**Run 1: selected gate families**

Scale: 3 px per um.
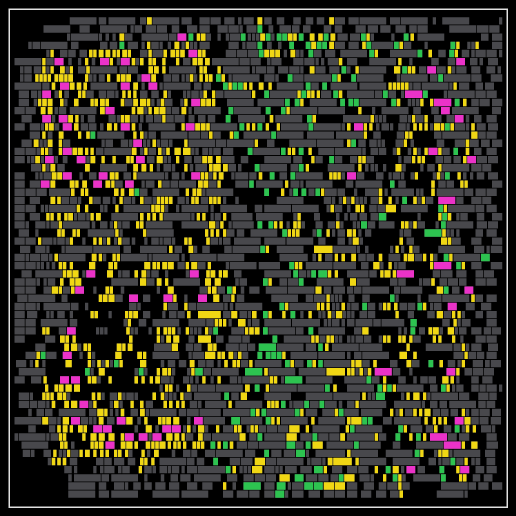
**Run 1: routed metal, one colour a layer**

Scale: 2 px per um. Only two layers are drawn.
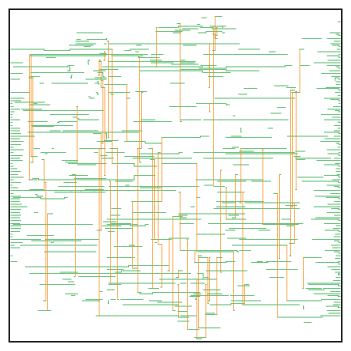
**Run 1: metal 1**

Scale: 2 px per um. Supply wires on this layer in grey.
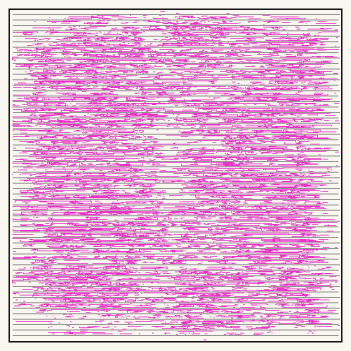
**Run 1: routing congestion**

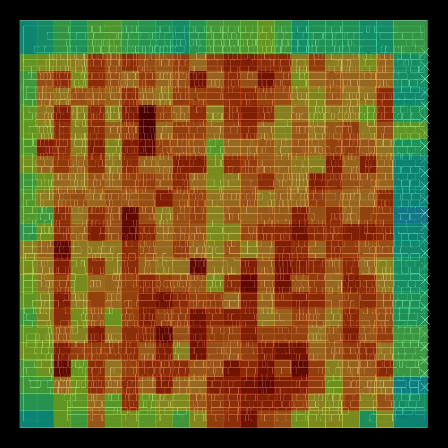
### src/rtl/hwlp_if.sv
// Hardware-loop sequencer bus: decoder setup writes, ID-stage retire info and
// the PC-redirect request back to the controller.
interface hwlp_if #(
  parameter int N_HWLP_W = 1
);
  // Handshake: no ready path anywhere. A write is taken on every clk edge where a
  // hwlp_we bit is high. id_valid qualifies pc_id for exactly that cycle. hwlp_jump
  // is a same-cycle combinational request; hwlp_target is only meaningful while it is high.
  logic [2:0]          hwlp_we;
  logic [N_HWLP_W-1:0] hwlp_regid;
  logic [31:0]         hwlp_wdata;
  logic [31:0]         pc_id;
  logic                id_valid;
  logic                flush;
  logic                hwlp_jump;
  logic [31:0]         hwlp_target;

  modport master (
    output hwlp_we, hwlp_regid, hwlp_wdata, pc_id, id_valid, flush,
    input  hwlp_jump, hwlp_target
  );

  modport slave (
    input  hwlp_we, hwlp_regid, hwlp_wdata, pc_id, id_valid, flush,
    output hwlp_jump, hwlp_target
  );
endinterface

### src/rtl/hwlp_sequencer.sv
// Hardware-loop sequencer: per-loop start/end/count registers, end-of-loop PC redirect.
// Optional HWLP_SETUP_CHECK_EN adds setup_err_o, which flags malformed loop setups.
module hwlp_sequencer #(
  parameter int N_HWLP   = 2,
  parameter int N_HWLP_W = 1
) (
  input  logic                   clk,
  input  logic                   rst_n,
  hwlp_if.slave                  bus,
  output logic [N_HWLP-1:0][31:0] hwlp_start_o,
  output logic [N_HWLP-1:0][31:0] hwlp_end_o,
  output logic [N_HWLP-1:0][31:0] hwlp_cnt_o,
  output logic                   hwlp_active_o,
  output logic                   state_dbg_o
`ifdef HWLP_SETUP_CHECK_EN
  , output logic                 setup_err_o
`endif
);

  localparam logic [0:0] ST_IDLE  = 1'b0;
  localparam logic [0:0] ST_ARMED = 1'b1;

  logic [N_HWLP-1:0][31:0] start_q, start_d;
  logic [N_HWLP-1:0][31:0] end_q, end_d;
  logic [N_HWLP-1:0][31:0] cnt_q, cnt_d;
  logic [0:0]              state_q, state_d;
  logic [N_HWLP-1:0]       match;
  logic                    blocked;
  logic                    jump;
  logic [31:0]             target;
  logic [N_HWLP_W-1:0]     regid;

  assign regid = bus.hwlp_regid;

  // Scan innermost first; a loop on its last pass decrements to 0 and lets the
  // next outer loop see the same PC. The first loop that jumps blocks the rest.
  always_comb begin
    start_d = start_q;
    end_d   = end_q;
    cnt_d   = cnt_q;
    jump    = 1'b0;
    target  = 32'h0;
    blocked = 1'b0;
    match   = '0;
    for (int i = 0; i < N_HWLP; i++) begin
      match[i] = bus.id_valid & ~bus.flush & (bus.pc_id == end_q[i]) & (cnt_q[i] != 32'd0);
      if (match[i] && !blocked) begin
        cnt_d[i] = cnt_q[i] - 32'd1;
        if (cnt_q[i] > 32'd1) begin
          jump    = 1'b1;
          target  = start_q[i];
          blocked = 1'b1;
        end
      end
      // Writes come after the decrement so a cnt write overrides it
      if (int'(regid) == i) begin
        if (bus.hwlp_we[0]) start_d[i] = {bus.hwlp_wdata[31:1], 1'b0};
        if (bus.hwlp_we[1]) end_d[i]   = {bus.hwlp_wdata[31:1], 1'b0};
        if (bus.hwlp_we[2]) cnt_d[i]   = bus.hwlp_wdata;
      end
    end
    state_d = (cnt_d != '0) ? ST_ARMED : ST_IDLE;
  end

  always_ff @(posedge clk or negedge rst_n) begin
    if (!rst_n) begin
      start_q <= '0;
      end_q   <= '0;
      cnt_q   <= '0;
      state_q <= ST_IDLE;
    end else begin
      start_q <= start_d;
      end_q   <= end_d;
      cnt_q   <= cnt_d;
      state_q <= state_d;
    end
  end

  assign bus.hwlp_jump   = jump;
  assign bus.hwlp_target = target;
  assign hwlp_start_o    = start_q;
  assign hwlp_end_o      = end_q;
  assign hwlp_cnt_o      = cnt_q;
  assign hwlp_active_o   = (state_q == ST_ARMED);
  assign state_dbg_o     = state_q;

`ifdef HWLP_SETUP_CHECK_EN
  logic setup_err_q, setup_err_d;

  // Judged on the post-write values, so multi-hot setups are checked as a whole
  always_comb begin
    setup_err_d = 1'b0;
    if (bus.hwlp_we[2] && (bus.hwlp_wdata != 32'd0) && (end_d[regid] <= start_d[regid]))
      setup_err_d = 1'b1;
    if (bus.hwlp_we[1:0] != 2'b00) begin
      for (int i = 0; i < N_HWLP - 1; i++) begin
        if ((cnt_d[i] != 32'd0) && (cnt_d[i+1] != 32'd0) &&
            !((start_d[i+1] <= start_d[i]) && (end_d[i] <= end_d[i+1])))
          setup_err_d = 1'b1;
      end
    end
  end

  always_ff @(posedge clk or negedge rst_n) begin
    if (!rst_n) setup_err_q <= 1'b0;
    else        setup_err_q <= setup_err_d;
  end

  assign setup_err_o = setup_err_q;
`endif

endmodule

### src/flat_wrapper.sv
// flat-port wrapper written by rule: the top's interface ports become plain ports
module hwlp_sequencer_flat 
#(
  parameter int N_HWLP   = 2,
  parameter int N_HWLP_W = 1
)
  (clk, rst_n, hwlp_start_o, hwlp_end_o, hwlp_cnt_o, hwlp_active_o, state_dbg_o, bus_hwlp_we, bus_hwlp_regid, bus_hwlp_wdata, bus_pc_id, bus_id_valid, bus_flush, bus_hwlp_jump, bus_hwlp_target);
  hwlp_if #(.N_HWLP_W(N_HWLP_W)) bus_i ();
  input  logic clk;
  input  logic rst_n;
  output logic [N_HWLP-1:0][31:0] hwlp_start_o;
  output logic [N_HWLP-1:0][31:0] hwlp_end_o;
  output logic [N_HWLP-1:0][31:0] hwlp_cnt_o;
  output logic hwlp_active_o;
  output logic state_dbg_o;
  input wire logic [$bits(bus_i.hwlp_we)-1:0] bus_hwlp_we;
  input wire logic [$bits(bus_i.hwlp_regid)-1:0] bus_hwlp_regid;
  input wire logic [$bits(bus_i.hwlp_wdata)-1:0] bus_hwlp_wdata;
  input wire logic [$bits(bus_i.pc_id)-1:0] bus_pc_id;
  input wire logic [$bits(bus_i.id_valid)-1:0] bus_id_valid;
  input wire logic [$bits(bus_i.flush)-1:0] bus_flush;
  output wire logic [$bits(bus_i.hwlp_jump)-1:0] bus_hwlp_jump;
  output wire logic [$bits(bus_i.hwlp_target)-1:0] bus_hwlp_target;
  assign bus_i.hwlp_we = bus_hwlp_we;
  assign bus_i.hwlp_regid = bus_hwlp_regid;
  assign bus_i.hwlp_wdata = bus_hwlp_wdata;
  assign bus_i.pc_id = bus_pc_id;
  assign bus_i.id_valid = bus_id_valid;
  assign bus_i.flush = bus_flush;
  assign bus_hwlp_jump = bus_i.hwlp_jump;
  assign bus_hwlp_target = bus_i.hwlp_target;
  hwlp_sequencer #(.N_HWLP(N_HWLP), .N_HWLP_W(N_HWLP_W)) u_core (.clk(clk), .rst_n(rst_n), .bus(bus_i), .hwlp_start_o(hwlp_start_o), .hwlp_end_o(hwlp_end_o), .hwlp_cnt_o(hwlp_cnt_o), .hwlp_active_o(hwlp_active_o), .state_dbg_o(state_dbg_o));
endmodule
### config.mk
export PLATFORM = sky130hd
export DESIGN_NAME = hwlp_sequencer_flat
export DESIGN_NICKNAME = d
export VERILOG_FILES = /design/src/rtl/hwlp_if.sv /design/src/rtl/hwlp_sequencer.sv /design/src/flat_wrapper.sv
export SDC_FILE = /design/constraint.sdc
export NUM_CORES = 1
export LEC_CHECK = 0
export ABC_AREA = 1
export CORE_UTILIZATION = 45
export CTS_CLUSTER_DIAMETER = 80
export DETAILED_ROUTE_END_ITERATION = 6
export PLACE_DENSITY = 0.8
export SETUP_SLACK_MARGIN = 0.02
export SYNTH_ARGS = -nofsm -noshare
export SYNTH_HDL_FRONTEND = slang
export SYNTH_SLANG_ARGS = --single-unit
### constraint.sdc
create_clock -name clk -period 3 [get_ports clk]
set_clock_uncertainty 0.15 [all_clocks]
set_input_delay 0.6 -clock clk [delete_from_list [all_inputs] [get_ports clk]]
set_output_delay 0.6 -clock clk [all_outputs]
set_load 0.02 [all_outputs]
==> CHANGELOG.md, run 1 <==
## Implementation

* Net count of the finished layout at 2,523
* Data arrival time of the critical path at between 2 and 3 ns
* Worst hold start: u_core.hwlp_start_o[47]
* Post-layout min period at 3.559 ns
* Clk buf depth at 2
* Xor/xnor share at 0.05245
* Number of cells upsized or downsized after cts at roughly 310
* Max layer used: met4
* Length of routed met3 wiring at between 4000 and 5000 um
* Number of sinks handled by clock tree synthesis at 189
* Post-DP Area at 0.01791 mm^2
* Wire length on met2 at 24,220 um
* Logic area at 0.006531 mm^2
* Simple-gate area share of the yosys netlist at 0.3711
* Tally of clock buffers in the finished layout at 18
* Sequential cell count of the final layout at 189
* Final Max Slew Viols at 0
* Final Hold Fails at 0
* Cell type contributing the most total cell area after synthesis: dfrtp_1
* Hold Crit Class: reg2reg
* Setup WS post-layout at -0.5593 ns
* Inverter count of the layout excluding clock inverters at 240
* Leading register cell type out of synthesis: dfrtp_1
* Site row count at 59
* Commonest non-fill, non-tap cells in the layout: nand2_1, buf_4, inv_1
* Post-synth EDFFs at 0
* Slowest CP cell: dlygate4sd2_1
* Wire length of the first global-routing pass at 78,830 um
* Area Overhead vs Synth at 59.13%
* Type of the setup path with the least slack: in2out
* Series of cell instances along the critical path: dlygate4sd2_1 -> xnor2_1 -> buf_4 -> nand4_1 -> nor4_2 -> nand4_1 -> a21oi_2 -> nand3_4 -> buf_8 -> o21ai_0 -> buf_4
* Post-route clock period utilization at 1.186
* Violations in the final reports: DRC, setup timing
* Maximum number of pins on one net before global-route repair at 63
* Clock transition time at the flip-flop clock pins of the worst setup and hold paths at 0.07 ns
* Number of cells on the critical path at 11
* Combinational-cell power consumption at 3560 uW
* Top cell types by occurrence after synthesis: nand2_1, inv_1, nor2_1
* Number of antenna violations at the first check in global routing at 1
* I/O pin cnt at 299
* Status: finished, violations left
* Non-clock buffering overhead in the final layout at 0.3107
* Gate family responsible for the most delay along the worst path: buffers and inverters
* Max-cap viol count at 0
* Clk pwr at roughly 2300 uW
* Sort of element at the start of the critical path: input port
* # hold bufs at CTS at 1
* Cell group occupying the most layout area: logic gates
* Actual slew at the worst max-slew pin at 0.6415 ns
* Multiplexer area fraction after synthesis at 0
* Cell count listed in synth_stat.txt at 1,828
* Required time of the critical path at between 2 and 2.5 ns
* Antenna viol nets, final at 0
* Root buf cell: clkbuf_16
* Power attributed to sequential cells at 3160 uW
* Number of cells on the worst hold path at 2
* Post-CTS setup buffers at 16
* Post-synth top area share at 0.3933
* Placed Cells at 2,743
* Length of the first detailed-routing pass in iterations at 7
* Area of the mapped netlist at between 0.01 and 0.015 mm^2
* Chip area at about 0.027 mm^2
* RSZ-0062 raised after global routing: true
* Clock power frac at 0.257
* End of the worst register-to-register path: u_core.hwlp_active_o
* Final tally of setup violations at 32
* DR DRC count at 52
* Largest stage delay, worst path at 0.27 ns
* Mean Syn Cell Area at between 6 and 7 um^2
* Worst hold path endpoint: u_core.hwlp_start_o[47]
* Group drawing the most power: combinational logic
* Proportion of total power due to net switching at 0.3725
* Design Power at 9040 uW
* Core Box Area at 0.02613 mm^2
* AO/OA Area Share at 0.07513
* Count of routing violations after the opening detailed-route iteration at 1,768
* Max reg flops at 64
* Adder-cell share of the synthesized area at 0.006243
* Level count of the clock H-tree at 4
* Endpoint type of the worst setup path: primary output
* Setup_tns at -14.07 ns
* Met1 routed wirelength after detailed routing at 21,140 um
* Sequential cell area fraction in the yosys report at 0.3933
* R2R depth at 20
* Switching component of the power at 3367 uW
* Prevailing logic family in the synthesized netlist: simple AND/OR/NAND/NOR gates
* Hold WS at 0.3715 ns
* Buffers and inverters on the worst path at 4
* Clk_lat worst skew at 0.45 ns
* Power Dens Cells at 472.5 mW/mm^2
* HPWL after detailed placement at around 40,000 um
* # fillers at 2,125
* Proportion of cell area spent on the clock network at 0.03152
* FP Util at 0.4601
* Routability congestion estimate at around 1.0
* Antenna cells at 1
* Number of clock buffers inserted by TritonCTS at 17
* Pre-CTS worst setup slack at -1.475 ns
* Seq/total area at 0.2473
* TritonCTS clock tree: yes
* Num tapcells at 335
* Gate Count Post-Synth at 1,828
* Fraction of registers with async set/reset at 1.000
* Via count of the first global-routing pass at 14,120
* Warning total across the stage logs at 33
* Capturing element of the worst setup path: bus_hwlp_target[19]
* Average vias per placed instance at 5.358
* Multi-Input Combinational at 1,330
* Cell internal pwr at 5673 uW
## Picture notes: 'selected gate families'
inverting AOI/OAI gates -> green  # cells 179, most used o21ai_0
XOR/XNOR gates -> magenta  # cells 72, most used xnor2_1, where spread over the die
NAND gates -> yellow  # cells 820, most used nand2_1, where spread over the die
fraction of standard cell area in multi-input logic: 0.3414
number of cells in the finished layout apart from fillers: 2,794
most instantiated logic cell after routing: nand2_1

## Picture notes: 'routed metal, one colour a layer'
met4 -> orange  # wire length 2,440 um
met3 -> green  # wire length 4,950 um
All-Layer GR Usage: 0.3862
final routed wire length divided by cell count: 18.88 um
total via count after detailed routing: 14,970
routed wire length: 52,750 um

## Picture notes: 'metal 1'
nets with wire on the layer = 2,265
main direction = horizontal
GR met1 Demand/Resource: 0.5112

## Picture notes: 'routing congestion'
met2 track demand over resource: 0.6193
GR met3 Demand/Resource: 0.05619
end-of-flow core utilization: 0.7322

==> inputs of run 2 (changes only) <==
HOLD_SLACK_MARGIN = 0.06   (was not set)
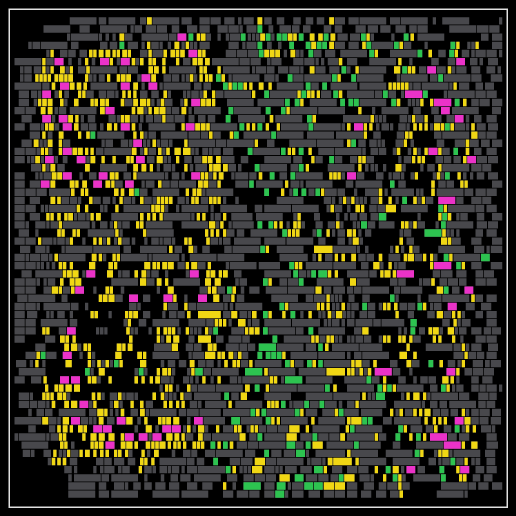
**Above:** run 2 (selected gate families).
Scale: 3 px per um.
inverting AOI/OAI gates -> green  # cells 179, most used o21ai_0
NAND gates -> yellow  # cells 820, most used nand2_1, where spread over the die
XOR/XNOR gates -> magenta  # cells 72, most used xnor2_1, where spread over the die

==> run 2 against run 1 <==
The run still ends with DRC, setup timing left. Global-route usage stayed put. Synthesized cell count stayed put. Critical endpoint unchanged. Wire length stayed put. Count of clock-buffer cells in the layout stayed put. Critical path depth stayed put. Register-to-register slack hardly changed. Sequential power hardly changed. Highest routed layer unchanged. First-iteration DRC count stayed put. Largest power group unchanged.
==> CHANGELOG.md, run 2 <==
## Implementation

* HPWL after detailed placement at 40,270 um (unchanged)
* Average vias per placed instance at 5.358 (unchanged)
* Multiplexer area fraction after synthesis at 0 (unchanged)
* Number of clock buffers inserted by TritonCTS at 17 (unchanged)
* Total via count after detailed routing at 14,970 (unchanged)
* I/O pin cnt at 299 (unchanged)
* Prevailing logic family in the synthesized netlist: simple AND/OR/NAND/NOR gates (unchanged)
* Clk buf depth at 2 (unchanged)
* Core Box Area at 0.02613 mm^2 (unchanged)
* Worst hold start: u_core.hwlp_start_o[47] (unchanged)
* Proportion of cell area spent on the clock network at 0.03152 (unchanged)
* Clk_lat worst skew at 0.45 ns (about the same)
* Cell group occupying the most layout area: logic gates (unchanged)
* Group drawing the most power: combinational logic (unchanged)
* Number of cells on the worst hold path at 2 (unchanged)
* Clock transition time at the flip-flop clock pins of the worst setup and hold paths at 0.07 ns (about the same)
* Warning total across the stage logs at 33 (unchanged)
* Final routed wire length divided by cell count at 18.88 um (unchanged)
* Hold WS at 0.3715 ns (unchanged)
* Count of routing violations after the opening detailed-route iteration at 1,768 (unchanged)
* FP Util at 0.4601 (unchanged)
* Power Dens Cells at 472.5 mW/mm^2 (unchanged)
* Fraction of standard cell area in multi-input logic at 0.3414 (unchanged)
* Cell count listed in synth_stat.txt at 1,828 (unchanged)
* Max layer used: met4 (unchanged)
* Max-cap viol count at 0 (unchanged)
* Number of antenna violations at the first check in global routing at 1 (unchanged)
* Simple-gate area share of the yosys netlist at 0.3711 (unchanged)
* Root buf cell: clkbuf_16 (unchanged)
* Number of cells in the finished layout apart from fillers at 2,794 (unchanged)
* R2R depth at 20 (unchanged)
* Area Overhead vs Synth at 59.13% (unchanged)
* Placed Cells at 2,743 (unchanged)
* RSZ-0062 raised after global routing: true (unchanged)
* Number of sinks handled by clock tree synthesis at 189 (unchanged)
* Design Power at 9040 uW (unchanged)
* Setup WS post-layout at -0.5593 ns (unchanged)
* AO/OA Area Share at 0.07513 (unchanged)
* Multi-Input Combinational at 1,330 (unchanged)
* Status: finished, violations left (unchanged)
* Endpoint type of the worst setup path: primary output (unchanged)
* Capturing element of the worst setup path: bus_hwlp_target[19] (unchanged)
* Slowest CP cell: dlygate4sd2_1 (unchanged)
* Logic area at 0.006531 mm^2 (unchanged)
* Commonest non-fill, non-tap cells in the layout: nand2_1, buf_4, inv_1 (unchanged)
* Power attributed to sequential cells at 3160 uW (about the same)
* Cell internal pwr at 5673 uW (unchanged)
* All-Layer GR Usage at 0.3862 (unchanged)
* Chip area at 0.02738 mm^2 (unchanged)
* Switching component of the power at 3367 uW (unchanged)
* Leading register cell type out of synthesis: dfrtp_1 (unchanged)
* Tally of clock buffers in the finished layout at 18 (unchanged)
* Maximum number of pins on one net before global-route repair at 63 (unchanged)
* Most instantiated logic cell after routing: nand2_1 (unchanged)
* Via count of the first global-routing pass at 14,120 (unchanged)
* Required time of the critical path at 2.25 ns (about the same)
* Inverter count of the layout excluding clock inverters at 240 (unchanged)
* Top cell types by occurrence after synthesis: nand2_1, inv_1, nor2_1 (unchanged)
* Met2 track demand over resource at 0.6193 (unchanged)
* Sequential cell count of the final layout at 189 (unchanged)
* Clock power frac at 0.257 (about the same)
* Post-synth top area share at 0.3933 (unchanged)
* Violations in the final reports: DRC, setup timing (unchanged)
* # fillers at 2,125 (unchanged)
* Cell type contributing the most total cell area after synthesis: dfrtp_1 (unchanged)
* Num tapcells at 335 (unchanged)
* Level count of the clock H-tree at 4 (unchanged)
* Sequential cell area fraction in the yosys report at 0.3933 (unchanged)
* Final Max Slew Viols at 0 (unchanged)
* Length of the first detailed-routing pass in iterations at 7 (unchanged)
* Sort of element at the start of the critical path: input port (unchanged)
* Type of the setup path with the least slack: in2out (unchanged)
* Site row count at 59 (unchanged)
* Number of cells upsized or downsized after cts at 311 (unchanged)
* Seq/total area at 0.2473 (unchanged)
* End of the worst register-to-register path: u_core.hwlp_active_o (unchanged)
* Final Hold Fails at 0 (unchanged)
* Wire length on met2 at 24,220 um (unchanged)
* Length of routed met3 wiring at 4949 um (unchanged)
* Worst hold path endpoint: u_core.hwlp_start_o[47] (unchanged)
* DR DRC count at 52 (unchanged)
* Proportion of total power due to net switching at 0.3725 (unchanged)
* Actual slew at the worst max-slew pin at 0.6415 ns (unchanged)
* Final tally of setup violations at 32 (unchanged)
* Data arrival time of the critical path at 2.81 ns (about the same)
* TritonCTS clock tree: yes (unchanged)
* Xor/xnor share at 0.05245 (unchanged)
* Series of cell instances along the critical path: dlygate4sd2_1 -> xnor2_1 -> buf_4 -> nand4_1 -> nor4_2 -> nand4_1 -> a21oi_2 -> nand3_4 -> buf_8 -> o21ai_0 -> buf_4 (unchanged)
* Routed wire length at 52,750 um (unchanged)
* # hold bufs at CTS at 1 (unchanged)
* Met1 routed wirelength after detailed routing at 21,140 um (unchanged)
* Fraction of registers with async set/reset at 1.000 (unchanged)
* Adder-cell share of the synthesized area at 0.006243 (unchanged)
* GR met1 Demand/Resource at 0.5112 (unchanged)
* Gate family responsible for the most delay along the worst path: buffers and inverters (unchanged)
* Wire length of the first global-routing pass at 78,830 um (unchanged)
* Pre-CTS worst setup slack at -1.475 ns (unchanged)
* Number of cells on the critical path at 11 (unchanged)
* Max reg flops at 64 (unchanged)
* Largest stage delay, worst path at 0.27 ns (about the same)
* Antenna cells at 1 (unchanged)
==> inputs of run 3 (changes only) <==
MAX_ROUTING_LAYER = met4   (was not set)
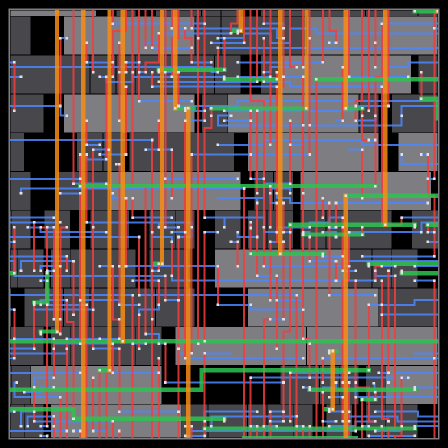
**Above:** run 3 (a small window of the routed layout).
Region (68, 101) to (98, 131) um. Cells in grey, sequential cells in the stronger grey; small squares are vias.
met3 -> green
met2 -> red
met4 -> orange
met1 -> blue
most frequent = nand2_1 (17), o21ai_0 (14), dfrtp_1 (14)
netlist names of flops here include = u_core.hwlp_start_o (11), u_core.hwlp_cnt_o (2)
cells with their middle in the window = 77
sequential cells in the window = 14

==> run 3 against run 2 <==
The run still ends with DRC, setup timing left. Non-clock buffer count increased by 38. Flip-flop count stayed put. Maximum frequency fell by 0.25%. Wire length is 7.0% higher. Sequential share of layout area shrank 0.73 points. Final area is 3.0% higher. Largest cell class unchanged.
==> CHANGELOG.md, run 3 <==
## Implementation

* Length of routed met3 wiring at 5709 um (was 4949 um)
* Pre-CTS worst setup slack at -1.299 ns (was -1.475 ns)
* Top cell types by occurrence after synthesis: nand2_1, inv_1, nor2_1 (unchanged)
* Hold WS at 0.3762 ns (was 0.3715 ns)
* Buffers and inverters on the worst path at 4 (unchanged)
* Endpoint type of the worst setup path: primary output (unchanged)
* Routability congestion estimate at 1.036 (was 1.032)
* Max reg flops at 64 (unchanged)
* GR met1 Demand/Resource at 0.5240 (was 0.5112)
* Proportion of total power due to net switching at 0.3789 (was 0.3725)
* GR met3 Demand/Resource at 0.05819 (was 0.05619)
* Fraction of registers with async set/reset at 1.000 (unchanged)
* Antenna viol nets, final at 0 (unchanged)
* R2R depth at 19 (was 20)
* Logic area at 0.006750 mm^2 (was 0.006531 mm^2)
* Fraction of standard cell area in multi-input logic at 0.3425 (was 0.3414)
* Via count of the first global-routing pass at 14,400 (was 14,120)
* Type of the setup path with the least slack: reg2out (was in2out)
* Length of the first detailed-routing pass in iterations at 7 (unchanged)
* Met1 routed wirelength after detailed routing at 21,840 um (was 21,140 um)
* Core Box Area at 0.02613 mm^2 (unchanged)
* Violations in the final reports: DRC, setup timing (unchanged)
* Final Hold Fails at 0 (unchanged)
* Status: finished, violations left (unchanged)
* Area of the mapped netlist at 0.01202 mm^2 (unchanged)
* # fillers at 2,031 (was 2,125)
* Met2 track demand over resource at 0.6409 (was 0.6193)
* Slowest CP cell: dfrtp_1 (was dlygate4sd2_1)
* Post-route clock period utilization at 1.189 (was 1.186)
* Sort of element at the start of the critical path: register (was input port)
* Post-DP Area at 0.01790 mm^2 (was 0.01791 mm^2)
* Cell internal pwr at 5728 uW (was 5673 uW)
* Multiplexer area fraction after synthesis at 0 (unchanged)
* Data arrival time of the critical path at 2.82 ns (was 2.81 ns)
* Capturing element of the worst setup path: bus_hwlp_target[18] (was bus_hwlp_target[19])
* Combinational-cell power consumption at 3680 uW (was 3560 uW)
* All-Layer GR Usage at 0.4125 (was 0.3862)
* Number of sinks handled by clock tree synthesis at 189 (unchanged)
* FP Util at 0.4601 (unchanged)
* Level count of the clock H-tree at 4 (unchanged)
* Clock power frac at 0.256 (was 0.257)
* Max layer used: met4 (unchanged)
* Non-clock buffering overhead in the final layout at 0.3198 (was 0.3107)
* Actual slew at the worst max-slew pin at 0.6864 ns (was 0.6415 ns)
* Average vias per placed instance at 5.479 (was 5.358)
* Tally of clock buffers in the finished layout at 18 (unchanged)
* Multi-Input Combinational at 1,330 (unchanged)
* Post-synth EDFFs at 0 (unchanged)
* Post-layout min period at 3.568 ns (was 3.559 ns)
* Number of cells on the worst hold path at 2 (unchanged)
* End of the worst register-to-register path: u_core.hwlp_active_o (unchanged)
* Max-cap viol count at 0 (unchanged)
* Wire length on met2 at 25,490 um (was 24,220 um)
* Mean Syn Cell Area at 6.578 um^2 (unchanged)
* Site row count at 59 (unchanged)
* Number of cells in the finished layout apart from fillers at 2,831 (was 2,794)
* Gate Count Post-Synth at 1,828 (unchanged)
* Final tally of setup violations at 33 (was 32)
* AO/OA Area Share at 0.07513 (unchanged)
* Number of cells upsized or downsized after cts at 354 (was 311)
* Clock transition time at the flip-flop clock pins of the worst setup and hold paths at 0.08 ns (was 0.07 ns)
* Post-CTS setup buffers at 46 (was 16)
* Chip area at 0.02738 mm^2 (unchanged)
* Num tapcells at 335 (unchanged)
* Largest stage delay, worst path at 0.40 ns (was 0.27 ns)
* Number of cells on the critical path at 11 (unchanged)
* Power attributed to sequential cells at 3180 uW (was 3160 uW)
* Maximum number of pins on one net before global-route repair at 65 (was 63)
* DR DRC count at 53 (was 52)
* Sequential cell count of the final layout at 189 (unchanged)
* Routed wire length at 56,420 um (was 52,750 um)
* TritonCTS clock tree: yes (unchanged)
* Required time of the critical path at 2.25 ns (about the same)
* Seq/total area at 0.2401 (was 0.2473)
* Series of cell instances along the critical path: xnor2_1 -> buf_4 -> nand4_1 -> nor4_2 -> nand4_1 -> a21oi_2 -> nand3_4 -> buf_8 -> buf_6 -> o21ai_2 -> buf_4 (was dlygate4sd2_1 -> xnor2_1 -> buf_4 -> nand4_1 -> nor4_2 -> nand4_1 -> a21oi_2 -> nand3_4 -> buf_8 -> o21ai_0 -> buf_4)
* Prevailing logic family in the synthesized netlist: simple AND/OR/NAND/NOR gates (unchanged)
* Placed Cells at 2,745 (was 2,743)
* Setup_tns at -15.52 ns (was -14.07 ns)
* Number of clock buffers inserted by TritonCTS at 17 (unchanged)
* Clk_lat worst skew at 0.45 ns (about the same)
* Simple-gate area share of the yosys netlist at 0.3711 (unchanged)
* I/O pin cnt at 299 (unchanged)
* Commonest non-fill, non-tap cells in the layout: nand2_1, buf_4, inv_1, clkdlybuf4s50_1, dfrtp_1 (was nand2_1, buf_4, inv_1)
* Sequential cell area fraction in the yosys report at 0.3933 (unchanged)
* Count of routing violations after the opening detailed-route iteration at 2,065 (was 1,768)
* Final Max Slew Viols at 0 (unchanged)
* Proportion of cell area spent on the clock network at 0.03060 (was 0.03152)
* Cell count listed in synth_stat.txt at 1,828 (unchanged)
* End-of-flow core utilization at 0.7541 (was 0.7322)
* Group drawing the most power: combinational logic (unchanged)
* Setup WS post-layout at -0.5684 ns (was -0.5593 ns)
* Cell type contributing the most total cell area after synthesis: dfrtp_1 (unchanged)
* Most used routing layer: met2 (unchanged)
* Inverter count of the layout excluding clock inverters at 240 (unchanged)
* Area Overhead vs Synth at 63.89% (was 59.13%)
* Number of antenna violations at the first check in global routing at 0 (was 1)
* Adder-cell share of the synthesized area at 0.006243 (unchanged)
* Worst hold start: u_core.hwlp_start_o[34] (was u_core.hwlp_start_o[47])
* # hold bufs at CTS at 1 (unchanged)
* Wire length of the first global-routing pass at 81,210 um (was 78,830 um)
* Antenna cells at 0 (was 1)
* Worst hold path endpoint: u_core.hwlp_start_o[34] (was u_core.hwlp_start_o[47])
* Leading register cell type out of synthesis: dfrtp_1 (unchanged)
* Final instance area at 0.01971 mm^2 (was 0.01913 mm^2)
Power figures rest on the tool's default switching activity, not on a simulated workload.
